File: src/rtl/instruction_fetch_pkg.sv
// Shared types and constants for the instruction fetch unit.
// Opcode map, unit selects and the fetch FSM state encoding.
package instruction_fetch_pkg;

    typedef enum logic [1:0] {
        S_IDLE,
        S_FETCH,
        S_ISSUE,
        S_HALT
    } if_state_t;

    localparam logic [7:0] OP_STOP       = 8'hFF;
    localparam logic [7:0] OP_MMULT1     = 8'h00;
    localparam logic [7:0] OP_MMULT2     = 8'h01;
    localparam logic [7:0] OP_MMULT3     = 8'h02;
    localparam logic [7:0] OP_MADD       = 8'h03;
    localparam logic [7:0] OP_MSUB       = 8'h04;
    localparam logic [7:0] OP_MTRANSPOSE = 8'h05;
    localparam logic [7:0] OP_MSCALE     = 8'h06;
    localparam logic [7:0] OP_MSCALEIMM  = 8'h07;
    localparam logic [7:0] OP_INTADD     = 8'h10;
    localparam logic [7:0] OP_INTSUB     = 8'h11;
    localparam logic [7:0] OP_INTMULT    = 8'h12;
    localparam logic [7:0] OP_INTDIV     = 8'h13;
    localparam logic [7:0] OP_BRANCH_LO  = 8'h20;
    localparam logic [7:0] OP_BRANCH_HI  = 8'h2F;

    localparam logic [3:0] UNIT_IMEM = 4'h1;
    localparam logic [3:0] UNIT_NONE = 4'hF;

    function automatic logic is_branch_op(input logic [7:0] op);
        return (op >= OP_BRANCH_LO) && (op <= OP_BRANCH_HI);
    endfunction

endpackage

File: src/rtl/instruction_fetch_decode.sv
// Combinational split of the instruction register into fields.
// Also flags branch-class and stop opcodes.
module instr_decode
    import instruction_fetch_pkg::*;
(
    input  logic [31:0] i_instr,
    output logic [7:0]  o_opcode,
    output logic [7:0]  o_dest,
    output logic [7:0]  o_src1,
    output logic [7:0]  o_src2,
    output logic        o_is_branch,
    output logic        o_is_stop
);

    // Field extraction and opcode classification
    always_comb begin
        o_opcode    = i_instr[31:24];
        o_dest      = i_instr[23:16];
        o_src1      = i_instr[15:8];
        o_src2      = i_instr[7:0];
        o_is_branch = is_branch_op(i_instr[31:24]);
        o_is_stop   = (i_instr[31:24] == OP_STOP);
    end

endmodule

File: src/rtl/instruction_fetch.sv
// Instruction fetch unit: reads words over the shared bus, presents
// decoded instructions with a valid/ready handshake, handles branches.
module instruction_fetch
    import instruction_fetch_pkg::*;
#(
    parameter logic [3:0]  UNIT_SEL   = 4'h1,
    parameter int          IMEM_DEPTH = 15,
    parameter logic [11:0] START_PC   = 12'h000,
    parameter logic [15:0] IDLE_ADDR  = 16'hF000
) (
    input  logic        Clk,
    input  logic        nReset,
    input  logic        start,
    output logic [15:0] address,
    output logic        nRead,
    input  logic [31:0] InstrData,
    output logic        instr_valid,
    input  logic        instr_ready,
    output logic [7:0]  opcode,
    output logic [7:0]  dest,
    output logic [7:0]  src1,
    output logic [7:0]  src2,
    output logic        is_branch,
    input  logic        branch_taken,
    input  logic [11:0] branch_target,
    output logic [11:0] pc,
    output logic        halted,
    output logic        fault
);

    if_state_t   r_state;
    if_state_t   w_state_nxt;
    logic [11:0] r_pc;
    logic [11:0] w_pc_nxt;
    logic [31:0] r_ir;
    logic        r_fault;
    logic        w_ld_pc;
    logic        w_ld_ir;
    logic        w_set_fault;
    logic        w_clr_fault;
    logic [15:0] w_addr;
    logic        w_nread;
    logic        w_valid;
    logic        w_in_range;
    logic        w_is_branch;
    logic        w_is_stop;

    instr_decode u_decode (
        .i_instr     (r_ir),
        .o_opcode    (opcode),
        .o_dest      (dest),
        .o_src1      (src1),
        .o_src2      (src2),
        .o_is_branch (w_is_branch),
        .o_is_stop   (w_is_stop)
    );

    assign w_in_range = (int'(r_pc) < IMEM_DEPTH);

    // State register
    always_ff @(posedge Clk or negedge nReset) begin
        if (!nReset) r_state <= S_IDLE;
        else         r_state <= w_state_nxt;
    end

    // Next-state, bus strobes and datapath load enables
    always_comb begin
        w_state_nxt = r_state;
        w_addr      = IDLE_ADDR;
        w_nread     = 1'b1;
        w_valid     = 1'b0;
        w_ld_pc     = 1'b0;
        w_pc_nxt    = r_pc;
        w_ld_ir     = 1'b0;
        w_set_fault = 1'b0;
        w_clr_fault = 1'b0;
        unique case (r_state)
            S_IDLE: begin
                if (start) begin
                    w_state_nxt = S_FETCH;
                    w_ld_pc     = 1'b1;
                    w_pc_nxt    = START_PC;
                end
            end
            S_FETCH: begin
                if (!w_in_range) begin
                    w_state_nxt = S_HALT;
                    w_set_fault = 1'b1;
                end else begin
                    w_addr      = {UNIT_SEL, r_pc};
                    w_nread     = 1'b0;
                    w_ld_ir     = 1'b1;
                    w_state_nxt = (InstrData[31:24] == OP_STOP)
                                  ? S_HALT : S_ISSUE;
                end
            end
            S_ISSUE: begin
                // A stop word never reaches ISSUE; guard keeps it unissuable.
                w_valid = !w_is_stop;
                if (w_is_stop) begin
                    w_state_nxt = S_HALT;
                end else if (instr_ready) begin
                    w_state_nxt = S_FETCH;
                    w_ld_pc     = 1'b1;
                    w_pc_nxt    = (branch_taken && w_is_branch)
                                  ? branch_target : r_pc + 12'd1;
                end
            end
            S_HALT: begin
                if (start) begin
                    w_state_nxt = S_FETCH;
                    w_ld_pc     = 1'b1;
                    w_pc_nxt    = START_PC;
                    w_clr_fault = 1'b1;
                end
            end
            default: w_state_nxt = S_IDLE;
        endcase
    end

    // Program counter, instruction register and fault flag
    always_ff @(posedge Clk or negedge nReset) begin
        if (!nReset) begin
            r_pc    <= START_PC;
            r_ir    <= '0;
            r_fault <= 1'b0;
        end else begin
            if (w_ld_pc)          r_pc    <= w_pc_nxt;
            if (w_ld_ir)          r_ir    <= InstrData;
            if (w_set_fault)      r_fault <= 1'b1;
            else if (w_clr_fault) r_fault <= 1'b0;
        end
    end

    assign address     = w_addr;
    assign nRead       = w_nread;
    assign instr_valid = w_valid;
    assign is_branch   = w_is_branch;
    assign pc          = r_pc;
    assign halted      = (r_state == S_HALT);
    assign fault       = r_fault;

endmodule

File: config.mk
export PLATFORM = sky130hd
export DESIGN_NAME = instruction_fetch
export DESIGN_NICKNAME = d
export VERILOG_FILES = /design/src/rtl/instruction_fetch_pkg.sv /design/src/rtl/instruction_fetch_decode.sv /design/src/rtl/instruction_fetch.sv
export SDC_FILE = /design/constraint.sdc
export NUM_CORES = 1
export LEC_CHECK = 0
export CAP_MARGIN = 20
export CORE_ASPECT_RATIO = 1.4
export CORE_UTILIZATION = 30
export DETAILED_ROUTE_END_ITERATION = 8
export GPL_ROUTABILITY_DRIVEN = 0
export GPL_TIMING_DRIVEN = 0
export PLACE_DENSITY = 0.58
export SETUP_SLACK_MARGIN = 0.5
export SLEW_MARGIN = 15
export SYNTH_ARGS = -nofsm -noshare
export SYNTH_HDL_FRONTEND = slang
export SYNTH_SLANG_ARGS = --single-unit
export TNS_END_PERCENT = 5
File: constraint.sdc
create_clock -name Clk -period 2.6 [get_ports Clk]
set_input_delay 0.52 -clock Clk [delete_from_list [all_inputs] [get_ports Clk]]
set_output_delay 0.52 -clock Clk [all_outputs]
set_load 0.02 [all_outputs]
==> images/pins.png <==
Scale: 4 px per um. Pins as bars across the die edge, other pins in gray.
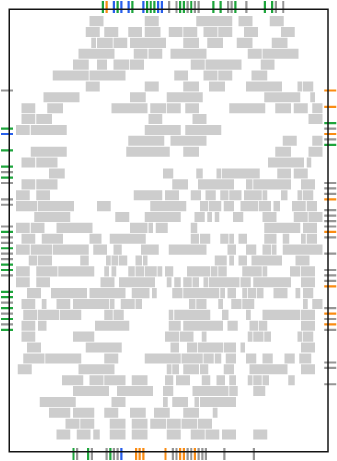
- `address`: orange (pins 16; direction output; edge 8 right, 7 bottom, 1 top)
- `src2`: blue (pins 8; direction output; edge 6 top, 1 bottom, 1 left)
- `InstrData`: green (pins 32; direction input; edge 14 top, 13 left, 3 bottom, 2 right)
- all pins by edge: 31 top, 30 right, 28 left, 25 bottom

==> images/metal_stack.png <==
Scale: 4 px per um. Only two layers are drawn.
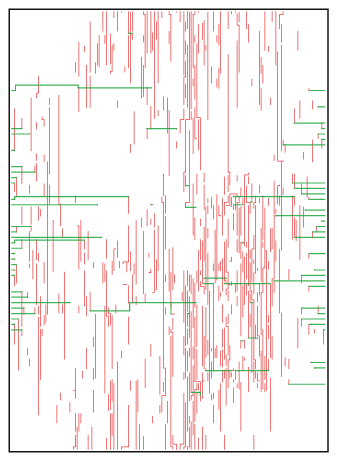
- met3: green (wire length 439 um)
- met2: red (wire length 3410 um)

==> images/final_placement.png <==
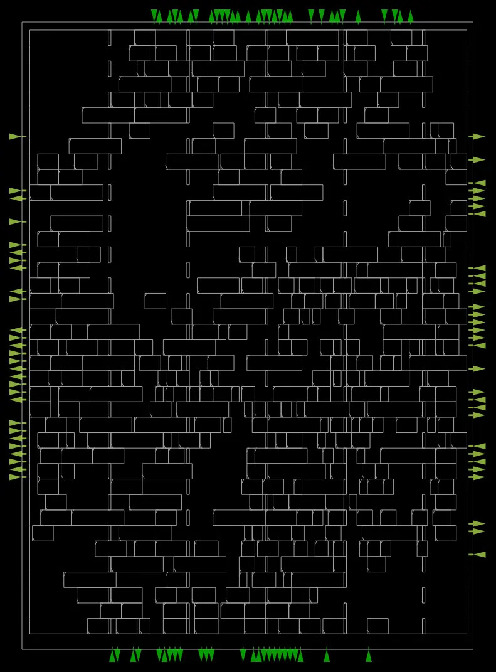
Flops: 47
Filler cells: 744
Rows: 39
sequential cell area share: 0.2898
Well Taps: 102

-- metal layers --
layer | part of all wire | vias to the layer above | GRT usage
met5 | 0 | - | 0
met4 | 0.020 | 0 | 0.06364
met3 | 0.066 | 10 | 0.04115
met2 | 0.51 | 90 | 0.2709
met1 | 0.40 | 1092 | 0.1970
li1 | - | 1043 | -
-- what timing repair did --
| item | 4_1_cts | 5_1_grt |
|---|---|---|
| setup buffers | 9 | 2 |
| gates resized | 72 | 1 |
| setup endpoints to repair | 13 | 23 |
| pin swaps | 3 | 1 |
| gates cloned | 1 | 0 |
| hold endpoints to repair | 0 | 0 |
-- sequential cells by signal (all words and copies together) (netlist names) --
register / cells
r_state: 2
r_ir: 32
pc: 12
fault: 1
-- cell usage in the layout (no fill, tap or decap), types with 9 or more instances in the layout --
master and n:
mux2_4 14, a211oi_1 10, dfrtp_1 41, o22ai_1 9, inv_1 17, mux2_2 18
buf_4 23, conb_1 9, clkdlybuf4s50_1 93, buf_6 11
-- cell families after synthesis --
group,synth area share
AOI/OAI and AO/OA,0.1316
adders and majority gates,0.01994
and+or+nand+nor,0.1166
other,0.002992
muxes,0.1725
buffers and inverters,0.08773
DFF,0.4686
-- path summary, 6_finish.rpt --
path,from,end,slack (ps),depth (start not counted)
max in group asynchronous,nReset,pc[7],1770,2
min,nReset,pc[5],260,1
min in group Clk,r_ir[5],r_ir[5],500,1
max reg2reg,r_state[0],pc[7],480,7
min reg2reg,r_ir[5],r_ir[5],500,1
max,pc[9],address[15],330,6
-- metrics by stage --
step	cells	utilization	setup TNS, ps	instance area, um^2
5_1_grt	452	0.5012	0	4084
2_1_floorplan	226	-	0	2536
4_1_cts	450	0.4992	0	4068
6_report	452	0.5012	0	4084
3_3_place_gp	432	0.4546	-24660	3705
3_5_place_dp	433	0.4574	-713.0	3727
==> notes.md <==
fresh numbers from the pnr run: cell breakdown of the critical path=nor4_4, nand4_1, buf_6, buf_12, buf_6, buf_6, OpenROAD warning count=31, Avg WL per Cell=14.73 um, total power draw=6.447 mW, Clk. pwr=722 uW, synth-to-layout area growth=62.71%, Finish-stage setup viols=0, vias in the first global route=2149, Period Utilization, post-route=0.8724, RSZ-0062 raised after global routing=yes, sequential share of power=0.226, Comb area share=0.2923, Final Hold Vio Count=0, PortBufs=104, clock power share=0.112, Power Combinational=4.27 mW, fmax=0.4409 GHz, syn avg cell area=11.46 um^2, 1st-iter DRT viols=110, Post-CTS Hold Buffers=0, Die X=79.31 um, Layout Nets=403, ANT nets after route=0, FFs w/ async S/R, synth=1.000, EDFF count, synth=0, fin crit period=2268 ps, Worst setup SP type=register, combinational gates=139, critical path peak fanout=5, Yosys Chip Area=2510 um^2, Top cell area share=0.4686, Leak=1.712 nW, Max power group=combinational cells, DRC Markers=0, Commonest flop=dfrtp_1, run status=complete, no violations, Buf/Inv on CP=4, Pre-antenna DRT Iters=4, P_sw=2.492 mW, MI comb area=1194 um^2, via count=2235, CTS root buf=clkbuf_16
Power is estimated from default activity; no workload was simulated.
